==> images/logic_types.png <==
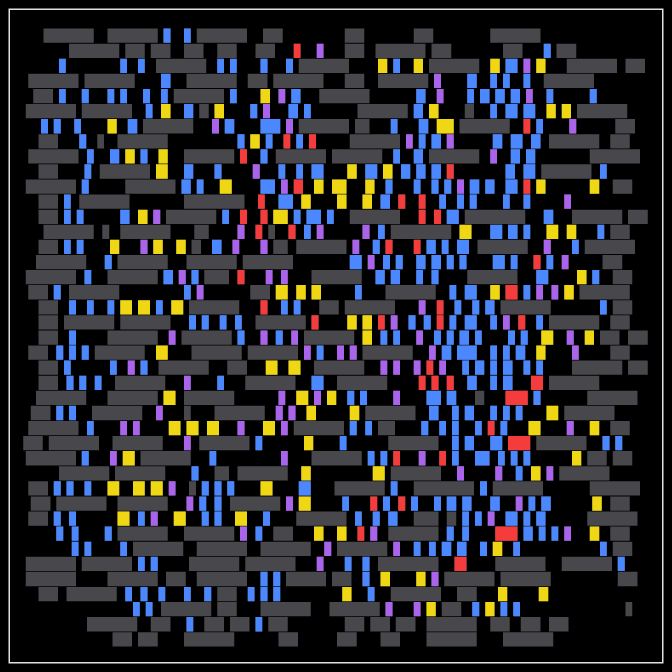
==> images/congestion.png <==
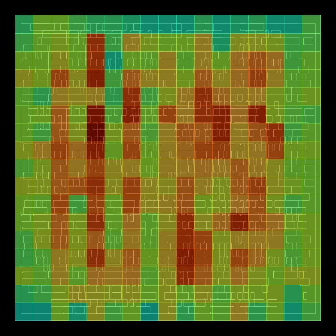
==> images/flops_by_reg.png <==
The bar under the picture is 20 microns long.
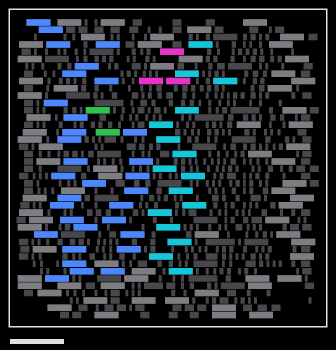
==> images/placement_by_type.png <==
The bar under the picture is 20 microns long.
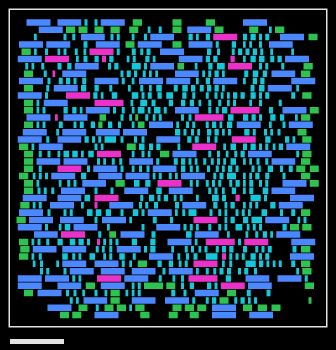
[config.mk]
export PLATFORM = sky130hd
export DESIGN_NAME = program_loader
export DESIGN_NICKNAME = d
export VERILOG_FILES = /design/src/rtl/program_loader.sv
export SDC_FILE = /design/constraint.sdc
export NUM_CORES = 1
export LEC_CHECK = 0
export ABC_AREA = 1
export CAP_MARGIN = 25
export CELL_PAD_IN_SITES_DETAIL_PLACEMENT = 1
export CELL_PAD_IN_SITES_GLOBAL_PLACEMENT = 1
export CORE_MARGIN = 2
export CORE_UTILIZATION = 43
export CTS_BUF_LIST = sky130_fd_sc_hd__clkbuf_16
export DETAILED_ROUTE_END_ITERATION = 12
export GPL_ROUTABILITY_DRIVEN = 0
export PLACE_DENSITY_LB_ADDON = 0.1
export RECOVER_POWER = 50
export SLEW_MARGIN = 20
export SYNTH_ARGS = -nofsm -noshare
export SYNTH_HDL_FRONTEND = slang
export SYNTH_SLANG_ARGS = --single-unit
[constraint.sdc]
create_clock -name clk_i -period 3.4 [get_ports clk_i]
set_input_delay 0.85 -clock clk_i [delete_from_list [all_inputs] [get_ports clk_i]]
set_output_delay 0.85 -clock clk_i [all_outputs]
set_load 0.01 [all_outputs]
[src/rtl/program_loader.sv]
// Boot loader: length-prefixed big-endian byte stream -> instruction memory words, then core release.
// Optional trailing XOR checksum byte when PROGRAM_LOADER_CHECKSUM_EN is defined.
module program_loader #(
    parameter int unsigned DATA_WIDTH  = 32,
    parameter int unsigned ADDR_WIDTH  = 16,
    parameter int unsigned DEPTH_WORDS = 1024
) (
    input  logic                  clk_i,
    input  logic                  rst_ni,
    input  logic                  load_start_i,
    input  logic [7:0]            byte_i,
    input  logic                  byte_valid_i,
    output logic                  byte_ready_o,
    output logic                  mem_wr_en_o,
    output logic [ADDR_WIDTH-1:0] mem_wr_addr_o,
    output logic [DATA_WIDTH-1:0] mem_wr_data_o,
    output logic                  core_run_o,
    output logic                  load_done_o,
    output logic                  load_error_o,
    output logic [ADDR_WIDTH-1:0] word_count_o
);

    typedef enum logic [2:0] {
        StIdle  = 3'd0,
        StLenHi = 3'd1,
        StLenLo = 3'd2,
        StData  = 3'd3,
        StWrite = 3'd4,
        StRun   = 3'd5,
        StError = 3'd6
`ifdef PROGRAM_LOADER_CHECKSUM_EN
        ,
        StChk   = 3'd7
`endif
    } state_e;

    // State entered once the last word is written (or immediately for N=0).
`ifdef PROGRAM_LOADER_CHECKSUM_EN
    localparam state_e StDone = StChk;
`else
    localparam state_e StDone = StRun;
`endif

    state_e                state_q, state_d;
    logic [15:0]           len_q, len_d;
    logic [1:0]            byte_cnt_q, byte_cnt_d;
    logic [DATA_WIDTH-1:0] asm_q, asm_d;
    logic [ADDR_WIDTH-1:0] word_cnt_q, word_cnt_d;
`ifdef PROGRAM_LOADER_CHECKSUM_EN
    logic [7:0]            csum_q, csum_d;
`endif

    logic                  byte_ready_q, byte_ready_d;
    logic                  mem_wr_en_q, mem_wr_en_d;
    logic [ADDR_WIDTH-1:0] mem_wr_addr_q, mem_wr_addr_d;
    logic [DATA_WIDTH-1:0] mem_wr_data_q, mem_wr_data_d;
    logic                  core_run_q, core_run_d;
    logic                  load_error_q, load_error_d;

    logic                  xfer;
    logic [15:0]           len_full;

    assign xfer     = byte_valid_i & byte_ready_q;
    assign len_full = {len_q[15:8], byte_i};

    // State register
    always_ff @(posedge clk_i or negedge rst_ni) begin
        if (!rst_ni) begin
            state_q    <= StIdle;
            len_q      <= '0;
            byte_cnt_q <= '0;
            asm_q      <= '0;
            word_cnt_q <= '0;
`ifdef PROGRAM_LOADER_CHECKSUM_EN
            csum_q     <= '0;
`endif
        end else begin
            state_q    <= state_d;
            len_q      <= len_d;
            byte_cnt_q <= byte_cnt_d;
            asm_q      <= asm_d;
            word_cnt_q <= word_cnt_d;
`ifdef PROGRAM_LOADER_CHECKSUM_EN
            csum_q     <= csum_d;
`endif
        end
    end

    // Next-state and datapath
    always_comb begin
        state_d    = state_q;
        len_d      = len_q;
        byte_cnt_d = byte_cnt_q;
        asm_d      = asm_q;
        word_cnt_d = word_cnt_q;
`ifdef PROGRAM_LOADER_CHECKSUM_EN
        csum_d     = csum_q;
`endif
        unique case (state_q)
            StIdle, StRun, StError: begin
                if (load_start_i) begin
                    state_d    = StLenHi;
                    byte_cnt_d = '0;
                    asm_d      = '0;
                    word_cnt_d = '0;
`ifdef PROGRAM_LOADER_CHECKSUM_EN
                    csum_d     = '0;
`endif
                end
            end
            StLenHi: begin
                if (xfer) begin
                    len_d[15:8] = byte_i;
                    state_d     = StLenLo;
                end
            end
            StLenLo: begin
                if (xfer) begin
                    len_d[7:0] = byte_i;
                    if (len_full == 16'd0) begin
                        state_d = StDone;
                    end else if (32'(len_full) > DEPTH_WORDS) begin
                        state_d = StError;
                    end else begin
                        state_d = StData;
                    end
                end
            end
            StData: begin
                if (xfer) begin
                    asm_d      = {asm_q[DATA_WIDTH-9:0], byte_i};
                    byte_cnt_d = byte_cnt_q + 2'd1;
`ifdef PROGRAM_LOADER_CHECKSUM_EN
                    csum_d     = csum_q ^ byte_i;
`endif
                    if (byte_cnt_q == 2'd3) begin
                        state_d = StWrite;
                    end
                end
            end
            StWrite: begin
                word_cnt_d = word_cnt_q + 1'b1;
                state_d    = (32'(word_cnt_d) == 32'(len_q)) ? StDone : StData;
            end
`ifdef PROGRAM_LOADER_CHECKSUM_EN
            StChk: begin
                if (xfer) begin
                    state_d = (byte_i == csum_q) ? StRun : StError;
                end
            end
`endif
            default: state_d = StIdle;
        endcase
    end

    // Output decode from the next state so every output leaves a flop
    always_comb begin
        byte_ready_d  = 1'b0;
        mem_wr_en_d   = 1'b0;
        core_run_d    = 1'b0;
        load_error_d  = 1'b0;
        mem_wr_addr_d = mem_wr_addr_q;
        mem_wr_data_d = mem_wr_data_q;
        unique case (state_d)
            StLenHi, StLenLo, StData: byte_ready_d = 1'b1;
`ifdef PROGRAM_LOADER_CHECKSUM_EN
            StChk: byte_ready_d = 1'b1;
`endif
            StWrite: begin
                mem_wr_en_d   = 1'b1;
                mem_wr_addr_d = word_cnt_q;
                mem_wr_data_d = asm_d;
            end
            StRun:   core_run_d   = 1'b1;
            StError: load_error_d = 1'b1;
            default: ;
        endcase
    end

    always_ff @(posedge clk_i or negedge rst_ni) begin
        if (!rst_ni) begin
            byte_ready_q  <= 1'b0;
            mem_wr_en_q   <= 1'b0;
            mem_wr_addr_q <= '0;
            mem_wr_data_q <= '0;
            core_run_q    <= 1'b0;
            load_error_q  <= 1'b0;
        end else begin
            byte_ready_q  <= byte_ready_d;
            mem_wr_en_q   <= mem_wr_en_d;
            mem_wr_addr_q <= mem_wr_addr_d;
            mem_wr_data_q <= mem_wr_data_d;
            core_run_q    <= core_run_d;
            load_error_q  <= load_error_d;
        end
    end

    assign byte_ready_o  = byte_ready_q;
    assign mem_wr_en_o   = mem_wr_en_q;
    assign mem_wr_addr_o = mem_wr_addr_q;
    assign mem_wr_data_o = mem_wr_data_q;
    assign core_run_o    = core_run_q;
    assign load_done_o   = core_run_q;
    assign load_error_o  = load_error_q;
    assign word_count_o  = word_cnt_q;

endmodule

==> flow_results.xml <==
<?xml version="1.0" encoding="UTF-8"?>
<metrics>
  <group name="pwr">
    <metric name="power.density_cell_area" unit="nW/um^2">742</metric>
    <metric name="switching_share" unit="">0.331</metric>
  </group>
  <group name="cells_and_area">
    <metric name="most-common-layout-cells" unit="">nand2_1, dfrtp_1, inv_1</metric>
    <metric name="seq_cells" unit="">121</metric>
  </group>
  <group name="routing">
    <metric name="detailedRoute.firstIterationViolations" unit="">313</metric>
    <metric name="vias" unit="">5023</metric>
    <metric name="antenna_violating_nets_post_route" unit="">0</metric>
    <metric name="detailroute.wirelength.met3" unit="microns">715</metric>
    <metric name="route.detailed.vias_per_inst" unit="">5.26</metric>
  </group>
  <group name="setup_path">
    <metric name="timing.reg2reg.setup_slack" unit="ps">1040</metric>
    <metric name="reg2reg_from" unit="">word_count_o[0]</metric>
  </group>
  <group name="outcome">
    <metric name="violations_in_the_final_reports" unit="">capacitance limit, slew limit</metric>
    <metric name="status" unit="">finished, violations left</metric>
  </group>
  <group name="placement">
    <metric name="numPortBuffers" unit="">80</metric>
    <metric name="place_hpwl" unit="microns">11400</metric>
  </group>
  <group name="timing">
    <metric name="highest_clock_frequency_the_design_can_meet" unit="MHz">380</metric>
    <metric name="finalMaxSlewViolations" unit="">35</metric>
    <metric name="timing.max_slew.rel_slack" unit="">-0.352</metric>
    <metric name="period_needed" unit="ps">2630</metric>
  </group>
  <group name="die">
    <metric name="rows" unit="">41</metric>
    <metric name="nWellTaps" unit="">172</metric>
    <metric name="floorplan.die.width" unit="microns">118</metric>
  </group>
  <group name="clock_tree">
    <metric name="postCtsResizedCells" unit="">0</metric>
  </group>
  <group name="logic_synthesis">
    <metric name="syn-instance-count" unit="">688</metric>
    <metric name="ys_seq_frac" unit="">0.547</metric>
  </group>
  <group name="job">
    <metric name="max_cap_violations" unit="">1</metric>
  </group>
</metrics>
## Picture notes: logic_types.png
- red: NOR gates (cells 43)
- blue: NAND gates (cells 321; where all over the die)
- purple: inverters (cells 86)
- yellow: inverting AOI/OAI gates (cells 91; where all over the die)

## Picture notes: congestion.png
met1 usage in global routing: 0.294
met2 Track Usage GR: 0.454
met3 GRT Util: 0.0547
WL per Instance: 17.0 microns
Top Usage Layer GRT: met2

## Picture notes: flops_by_reg.png
- blue: asm_q (flops 32; where a column on the left)
- magenta: state_q (flops 3)
- cyan: len_q (flops 16)
- green: byte_cnt_q (flops 2)
Seq area share: 0.425
post-layout util: 0.564
area used by sequential logic in the layout: 3030 sq um
total sequential power: 0.00196 W

## Picture notes: placement_by_type.png
- cyan: combinational and other logic (cells 544; share of their area 35%)
- magenta: clock drivers and dummy loads (cells 30; share of their area 8.8%)
- green: other buffers and delay cells (cells 87; share of their area 12%)
- blue: flops (cells 121; share of their area 44%)

power by group through the flow:
stage               registers (W)  logic, W  clock network [W]
floorplan                 0.00195  0.000882                  0
global placement          0.00196   0.00135                  0
detailed placement        0.00198   0.00141                  0
CTS                       0.00196   0.00144            0.00192
global route              0.00200   0.00160            0.00199
finish                    0.00196   0.00142            0.00190
through the flow:
step                cells  hold slack, ps  instance area, sq um  power, W   util
floorplan             688             453                  5540   0.00283      -
global placement      924             464                  6520   0.00331  0.517
detailed placement    924             470                  6520   0.00339  0.517
CTS                   954             407                  7130   0.00533  0.565
global route          954             507                  7120   0.00559  0.564
finish                955             475                  7120   0.00528  0.564
cell families after synthesis:
group,after synthesis,synth area share
compound gates,91,0.0906
xor+xnor,1,0.00158
fa+ha+maj,2,0.00452
buf+inv,109,0.0763
flops,121,0.547
simple gates,364,0.280
flip-flops by register name (all words and copies together) (netlist names), 2 cells and up:
signal / cells
asm_q: 32
byte_cnt_q: 2
state_q: 3
word_count_o: 16
mem_wr_data_o: 32
len_q: 16
mem_wr_addr_o: 16
worst min path at each step:
stage,endpoint,slack (ps)
after floorplan,len_q[7],450
after global placement,mem_wr_addr_o[4],460
final,mem_wr_data_o[9],470
after detailed placement,mem_wr_data_o[24],470
after global routing,mem_wr_data_o[2],510
after CTS,word_count_o[4],410
cells in the mapped netlist, types with 3 or more instances:
library cell / n / area (sq um)
clkbuf_1: 17 / 63.8
dfrtp_1: 121 / 3030
inv_1: 83 / 312
nand2_1: 234 / 878
nand2_2: 5 / 31.3
nand3_1: 60 / 300
nand3b_1: 5 / 37.5
nand4_1: 15 / 93.8
nor2_1: 36 / 135
nor2_2: 3 / 18.8
nor2_4: 3 / 33.8
o21ai_0: 55 / 275
o22ai_1: 30 / 188
Power is estimated from default activity; no workload was simulated.
